## src/rtl/vga_text_render_if.sv

```systemverilog
// Memory-side bus of the text renderer: character/attribute RAM and font ROM.
// The renderer owns the addresses; the memories return data one cycle after it.
interface vga_text_render_if;
    logic [12:0] char_addr;
    logic [15:0] char_data;
    logic [11:0] font_addr;
    logic [7:0]  font_data;

    modport master (
        output char_addr,
        output font_addr,
        input  char_data,
        input  font_data
    );

    modport slave (
        input  char_addr,
        input  font_addr,
        output char_data,
        output font_data
    );
endinterface

```

## src/rtl/vga_text_render.sv

```systemverilog
// 128x48 text-mode renderer (8x16 glyphs) behind the 1024x768@60 timing generator.
// Four register stages give RGB and syncs a common 3-cycle delay from the sampled inputs.
module vga_text_render #(
    parameter int BLINK_FRAMES = 32,
    parameter int ACTIVE_W     = 1024,
    parameter int ACTIVE_H     = 768
) (
    input  logic                      clk,
    input  logic                      reset,
    input  logic                      HS,
    input  logic                      VS,
    input  logic [10:0]               countX,
    input  logic [9:0]                countY,
    input  logic                      cursor_en,
    input  logic [6:0]                cursor_col,
    input  logic [5:0]                cursor_row,
    vga_text_render_if.master         mem,
    output logic                      HS_out,
    output logic                      VS_out,
    output logic [11:0]               rgb
);

    localparam logic [7:0] LAST_FRAME = 8'(BLINK_FRAMES - 1);

    // blink state
    logic       prev_vs_q, prev_vs_d;
    logic [7:0] frame_cnt_q, frame_cnt_d;
    logic       blink_q, blink_d;

    // stage 1
    logic [12:0] char_addr_q, char_addr_d;
    logic [2:0]  xbit1_q, xbit1_d;
    logic [3:0]  line1_q, line1_d;
    logic        act1_q, act1_d;
    logic        cur1_q, cur1_d;
    logic        hs1_q, hs1_d;
    logic        vs1_q, vs1_d;

    // stage 2
    logic [11:0] font_addr_q, font_addr_d;
    logic [2:0]  xbit2_q, xbit2_d;
    logic        act2_q, act2_d;
    logic [3:0]  fg2_q, fg2_d;
    logic [3:0]  bg2_q, bg2_d;
    logic        hs2_q, hs2_d;
    logic        vs2_q, vs2_d;

    // stage 3 and output
    logic [11:0] rgb3_q, rgb3_d;
    logic        hs3_q, hs3_d;
    logic        vs3_q, vs3_d;
    logic [11:0] rgb_q, rgb_d;
    logic        hs_out_q, hs_out_d;
    logic        vs_out_q, vs_out_d;

    logic        pixel;

    // Set channel bits read 0xA (0xF bright), clear ones 0x0 (0x5 bright).
    function automatic logic [11:0] palette(input logic [3:0] irgb);
        logic [3:0] lvl_on;
        logic [3:0] lvl_off;
        lvl_on  = irgb[3] ? 4'hF : 4'hA;
        lvl_off = irgb[3] ? 4'h5 : 4'h0;
        return {irgb[2] ? lvl_on : lvl_off,
                irgb[1] ? lvl_on : lvl_off,
                irgb[0] ? lvl_on : lvl_off};
    endfunction

    always_comb begin
        prev_vs_d   = VS;
        frame_cnt_d = frame_cnt_q;
        blink_d     = blink_q;
        if (prev_vs_q && !VS) begin
            if (frame_cnt_q == LAST_FRAME) begin
                frame_cnt_d = 8'd0;
                blink_d     = ~blink_q;
            end else begin
                frame_cnt_d = frame_cnt_q + 8'd1;
            end
        end
    end

    always_comb begin
        char_addr_d = {countY[9:4], countX[9:3]};
        xbit1_d     = countX[2:0];
        line1_d     = countY[3:0];
        act1_d      = (countX < 11'(ACTIVE_W)) && (countY < 10'(ACTIVE_H));
        // blink_q is the pre-update value, so a toggle only affects later pixels
        cur1_d      = cursor_en && blink_q
                      && (countX[9:3] == cursor_col)
                      && (countY[9:4] == cursor_row)
                      && (countY[3:0] >= 4'd14);
        hs1_d       = HS;
        vs1_d       = VS;
    end

    always_comb begin
        font_addr_d = {mem.char_data[7:0], line1_q};
        fg2_d       = mem.char_data[11:8];
        bg2_d       = mem.char_data[15:12];
        if (cur1_q) begin
            fg2_d = mem.char_data[15:12];
            bg2_d = mem.char_data[11:8];
        end
        xbit2_d = xbit1_q;
        act2_d  = act1_q;
        hs2_d   = hs1_q;
        vs2_d   = vs1_q;
    end

    always_comb begin
        pixel    = mem.font_data[3'd7 - xbit2_q];
        rgb3_d   = act2_q ? palette(pixel ? fg2_q : bg2_q) : 12'h000;
        hs3_d    = hs2_q;
        vs3_d    = vs2_q;
        rgb_d    = rgb3_q;
        hs_out_d = hs3_q;
        vs_out_d = vs3_q;
    end

    always_ff @(posedge clk or posedge reset) begin
        if (reset) begin
            prev_vs_q   <= 1'b1;
            frame_cnt_q <= 8'd0;
            blink_q     <= 1'b0;
            char_addr_q <= 13'd0;
            xbit1_q     <= 3'd0;
            line1_q     <= 4'd0;
            act1_q      <= 1'b0;
            cur1_q      <= 1'b0;
            hs1_q       <= 1'b1;
            vs1_q       <= 1'b1;
            font_addr_q <= 12'd0;
            xbit2_q     <= 3'd0;
            act2_q      <= 1'b0;
            fg2_q       <= 4'd0;
            bg2_q       <= 4'd0;
            hs2_q       <= 1'b1;
            vs2_q       <= 1'b1;
            rgb3_q      <= 12'h000;
            hs3_q       <= 1'b1;
            vs3_q       <= 1'b1;
            rgb_q       <= 12'h000;
            hs_out_q    <= 1'b1;
            vs_out_q    <= 1'b1;
        end else begin
            prev_vs_q   <= prev_vs_d;
            frame_cnt_q <= frame_cnt_d;
            blink_q     <= blink_d;
            char_addr_q <= char_addr_d;
            xbit1_q     <= xbit1_d;
            line1_q     <= line1_d;
            act1_q      <= act1_d;
            cur1_q      <= cur1_d;
            hs1_q       <= hs1_d;
            vs1_q       <= vs1_d;
            font_addr_q <= font_addr_d;
            xbit2_q     <= xbit2_d;
            act2_q      <= act2_d;
            fg2_q       <= fg2_d;
            bg2_q       <= bg2_d;
            hs2_q       <= hs2_d;
            vs2_q       <= vs2_d;
            rgb3_q      <= rgb3_d;
            hs3_q       <= hs3_d;
            vs3_q       <= vs3_d;
            rgb_q       <= rgb_d;
            hs_out_q    <= hs_out_d;
            vs_out_q    <= vs_out_d;
        end
    end

    assign mem.char_addr = char_addr_q;
    assign mem.font_addr = font_addr_q;
    assign rgb           = rgb_q;
    assign HS_out        = hs_out_q;
    assign VS_out        = vs_out_q;

endmodule

```

## src/flat_wrapper.sv

```systemverilog
// flat-port wrapper written by rule: the top's interface ports become plain ports
module vga_text_render_flat 
#(
    parameter int BLINK_FRAMES = 32,
    parameter int ACTIVE_W     = 1024,
    parameter int ACTIVE_H     = 768
)
  (clk, reset, HS, VS, countX, countY, cursor_en, cursor_col, cursor_row, HS_out, VS_out, rgb, mem_char_addr, mem_font_addr, mem_char_data, mem_font_data);
  vga_text_render_if mem_i ();
  input  logic clk;
  input  logic reset;
  input  logic HS;
  input  logic VS;
  input  logic [10:0] countX;
  input  logic [9:0] countY;
  input  logic cursor_en;
  input  logic [6:0] cursor_col;
  input  logic [5:0] cursor_row;
  output logic HS_out;
  output logic VS_out;
  output logic [11:0] rgb;
  output wire logic [$bits(mem_i.char_addr)-1:0] mem_char_addr;
  output wire logic [$bits(mem_i.font_addr)-1:0] mem_font_addr;
  input wire logic [$bits(mem_i.char_data)-1:0] mem_char_data;
  input wire logic [$bits(mem_i.font_data)-1:0] mem_font_data;
  assign mem_char_addr = mem_i.char_addr;
  assign mem_font_addr = mem_i.font_addr;
  assign mem_i.char_data = mem_char_data;
  assign mem_i.font_data = mem_font_data;
  vga_text_render #(.BLINK_FRAMES(BLINK_FRAMES), .ACTIVE_W(ACTIVE_W), .ACTIVE_H(ACTIVE_H)) u_core (.clk(clk), .reset(reset), .HS(HS), .VS(VS), .countX(countX), .countY(countY), .cursor_en(cursor_en), .cursor_col(cursor_col), .cursor_row(cursor_row), .mem(mem_i), .HS_out(HS_out), .VS_out(VS_out), .rgb(rgb));
endmodule
```

## config.mk

```make
export PLATFORM = sky130hd
export DESIGN_NAME = vga_text_render_flat
export DESIGN_NICKNAME = d
export VERILOG_FILES = /design/src/rtl/vga_text_render_if.sv /design/src/rtl/vga_text_render.sv /design/src/flat_wrapper.sv
export SDC_FILE = /design/constraint.sdc
export NUM_CORES = 1
export LEC_CHECK = 0
export CAP_MARGIN = 20
export CORE_AREA = 8 8 86 96
export CTS_BUF_LIST = sky130_fd_sc_hd__clkbuf_8 sky130_fd_sc_hd__clkbuf_16
export DETAILED_ROUTE_END_ITERATION = 10
export DIE_AREA = 0 0 94 104
export PLACE_DENSITY = 0.78
export SLEW_MARGIN = 15
export SYNTH_ARGS = -nofsm -noshare
export SYNTH_HDL_FRONTEND = slang
export SYNTH_SLANG_ARGS = --single-unit
```

## constraint.sdc

```tcl
create_clock -name clk -period 2.4 [get_ports clk]
set_clock_uncertainty 0.1 [all_clocks]
set_input_delay 0.48 -clock clk [delete_from_list [all_inputs] [get_ports clk]]
set_output_delay 0.48 -clock clk [all_outputs]
set_load 0.05 [all_outputs]
```

==> flow_metrics.tcl <==
# metrics dict for downstream scripts
set metrics [dict create \
    status "finished clean" \
    grtUsageMet2_pct 17.6 \
    end_kind "output pin" \
    p_comb_share_pct 17.6 \
    tool_warnings 26 \
    busiest_layer "met2" \
    synthMuxAreaShare_pct 8.09 \
    dpl_worst_slack_ns 0.319 \
    route.met2.wl_um 2500 \
    layout_top_cells "clkdlybuf4s50_1 (101), dfrtp_1 (63), xnor2_1 (16), nand2_1 (14), clkbuf_8 (10)" \
    grt_usage_pct 11.5 \
    syn2layout_area_growth_pct 52.3 \
    worst_pin_slew_ns 0.570 \
    synthTopLogicFamily "multiplexers" \
    ant_nets 0 \
    avgRoutedWirePerCell_um 14.7 \
    crit_path_top_delay_cell "clkdlybuf4s50_1" \
    grt_antenna_before_repair 0 \
    hold_path_startpoint "u_core.rgb3_q[9]" \
    placed_area_sq_um 3520 \
    p_per_area_nw_per_um2 741 \
    grt_pass1_vias 1745 \
    vias_per_cell 4.53 \
    p_int_mw 2.02 \
    p_comb_mw 0.485 \
    htree_levels 3 \
    route.met3.wl_um 583 \
    clk_path_buf_depth 2 \
    p_sw_share_pct 26.9 \
    top_layer "met4" \
    cts_root_buf "clkbuf_8" \
    fp_util_pct 36.3 \
    die_width_um 94 \
    routed_wl_um 5160 \
    worstPathBufferInverterCount 1 \
    n_antenna_cell 0 \
    route.vias.total 1589 \
    row_count 32 \
    hold_violations 0 \
    chipArea_sq_um 9780 \
    hpwl_um 4080 \
    cp_data_arrival_time_ns 1.64 \
    ys_cells 157 \
    dp.cells 335 \
    power.group.top "registers" \
    clkSinkCount 71 \
    aoi_share_pct 1.69 \
    syn_nets 221 \
    fp.dieH_um 104 \
    rsz0062_at_grt "false" \
    drt_iter0_drc 33 \
    min_path_cells 0 \
    setup_viol 0 \
    most_common_cell "dfrtp_1" \
    top_area_cell "dfrtp_1" \
    endpoint "HS_out" \
    drc 0 \
    ys_types 29 \
    total_power_mw 2.76 \
    reg2reg_depth 3 \
    area_leaders "dfrtp_1 (65%), dfstp_2 (8.6%), xnor2_1 (5.7%)" \
    clk_pin_slew_worst_paths_ns 0.07 \
    p_switching_mw 0.741 \
    common_cells "dfrtp_1 (63), xnor2_1 (16), nand2_1 (14)" \
    setup_tns_ns 0 \
    port-buffer-count 101 \
    timing.rr.start "u_core.xbit2_q[0]" \
    slowest_delay_ns 0.79 \
    top_area_share_pct 64.5 \
    xor_area_share_pct 6.45 \
    ff2ff_setup_slack_ns 0.74 \
    synth_flops 71 \
    reg2reg_to "u_core.rgb3_q[3]" \
    gr-total-overflow 0 \
    final_cell_area_sq_um 3720 \
    cts_buffers 9 \
    synth_top_flop_cell "dfrtp_1" \
    critPathLaunch "u_core.HS_out" \
    synthSimpleGateAreaFrac_pct 6.91 \
    cp_max_fo 1 \
    period_used_pct 92.7 \
    met1_usage_pct 12.7 \
    gp_congestion 0.742 \
    ys_seq_share_pct 73.1 \
    dr.pass1.iters 4 \
    p_leak_nw 1.56 \
    synth_cells 157 \
    max-slew-margin-rel_pct 61.9 \
    fin_hold_ws_ns 0.246 \
]
## area by class of cell
cell class,instances,share of cell area (%)
clock inverter,6,1.68
tap,85,2.86
timing repair buffer,103,27.9
sequential,71,48.0
multi-input combinational,73,15.5
inverter,3,0.303
clock buffer,10,3.70
## flip-flops by register name (all words and copies together) (netlist names), 3 cells and up
| signal | cells |
|---|---|
| u_core.fg2_q | 4 |
| u_core.frame_cnt_q | 8 |
| u_core.rgb3_q | 4 |
| u_core.xbit2_q | 3 |
| u_core.mem.char_addr | 13 |
| u_core.xbit1_q | 3 |
| u_core.mem.font_addr | 12 |
| u_core.rgb | 4 |
| u_core.line1_q | 4 |
| u_core.bg2_q | 4 |
**Where the registers sit**

Other sequential cells in the stronger gray, the rest of the logic in the fainter gray.
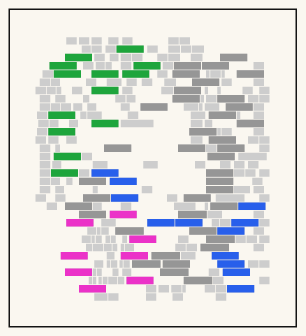
legend:
  u_core.mem.char_addr:
    color: green
    flops: 13
    where: upper left
  u_core.frame_cnt_q:
    color: magenta
    flops: 8
  u_core.mem.font_addr:
    color: blue
    flops: 12
not colored: 38
fin util: 55.3%
sequential power: 1.35 mW
FF+latch area: 1790 sq um
Seq area share: 48.0%

**Clock wires, drivers and flops**

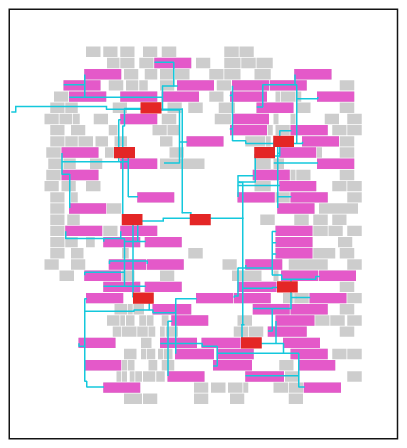
legend:
  flip-flops:
    color: magenta
    count: 71
  clock drivers:
    color: red
    count: 9
  clock wires:
    color: cyan
    length: 792 um
routed clock nets: 10
Clk network pwr share: 33.5%
clk_lat worst skew: 0.33 ns
Power Clock: 0.925 mW

**Placed cells, one color a class**

Scale bar: 20 um.
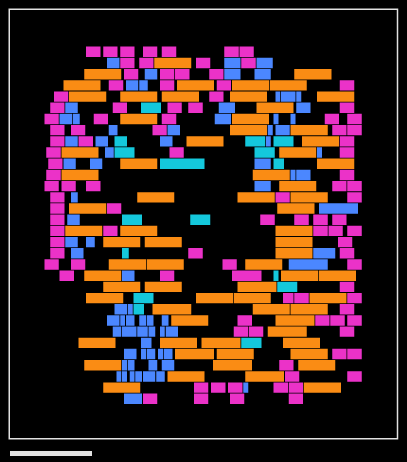
legend:
  clock drivers and dummy loads:
    color: cyan
    cells: 16
    share_of_their_area: 5.5%
  other buffers and delay cells:
    color: magenta
    cells: 103
    share_of_their_area: 29%
  combinational and other logic:
    color: blue
    cells: 76
    share_of_their_area: 16%
  flops:
    color: orange
    cells: 71
    share_of_their_area: 49%

**Supply network**

Pins as bars on the die edge. Tap cells in gray.
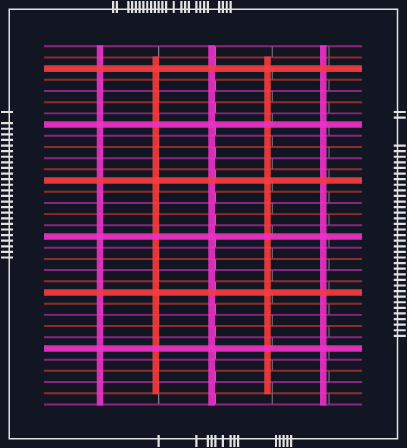
legend:
  VDD:
    color: red
  VSS:
    color: magenta
met4 straps: 5
rows: 32
met1 rails: 33
Core Region: 6730 sq um
VDD IR max: 438 uV

Power is estimated from default activity; no workload was simulated.
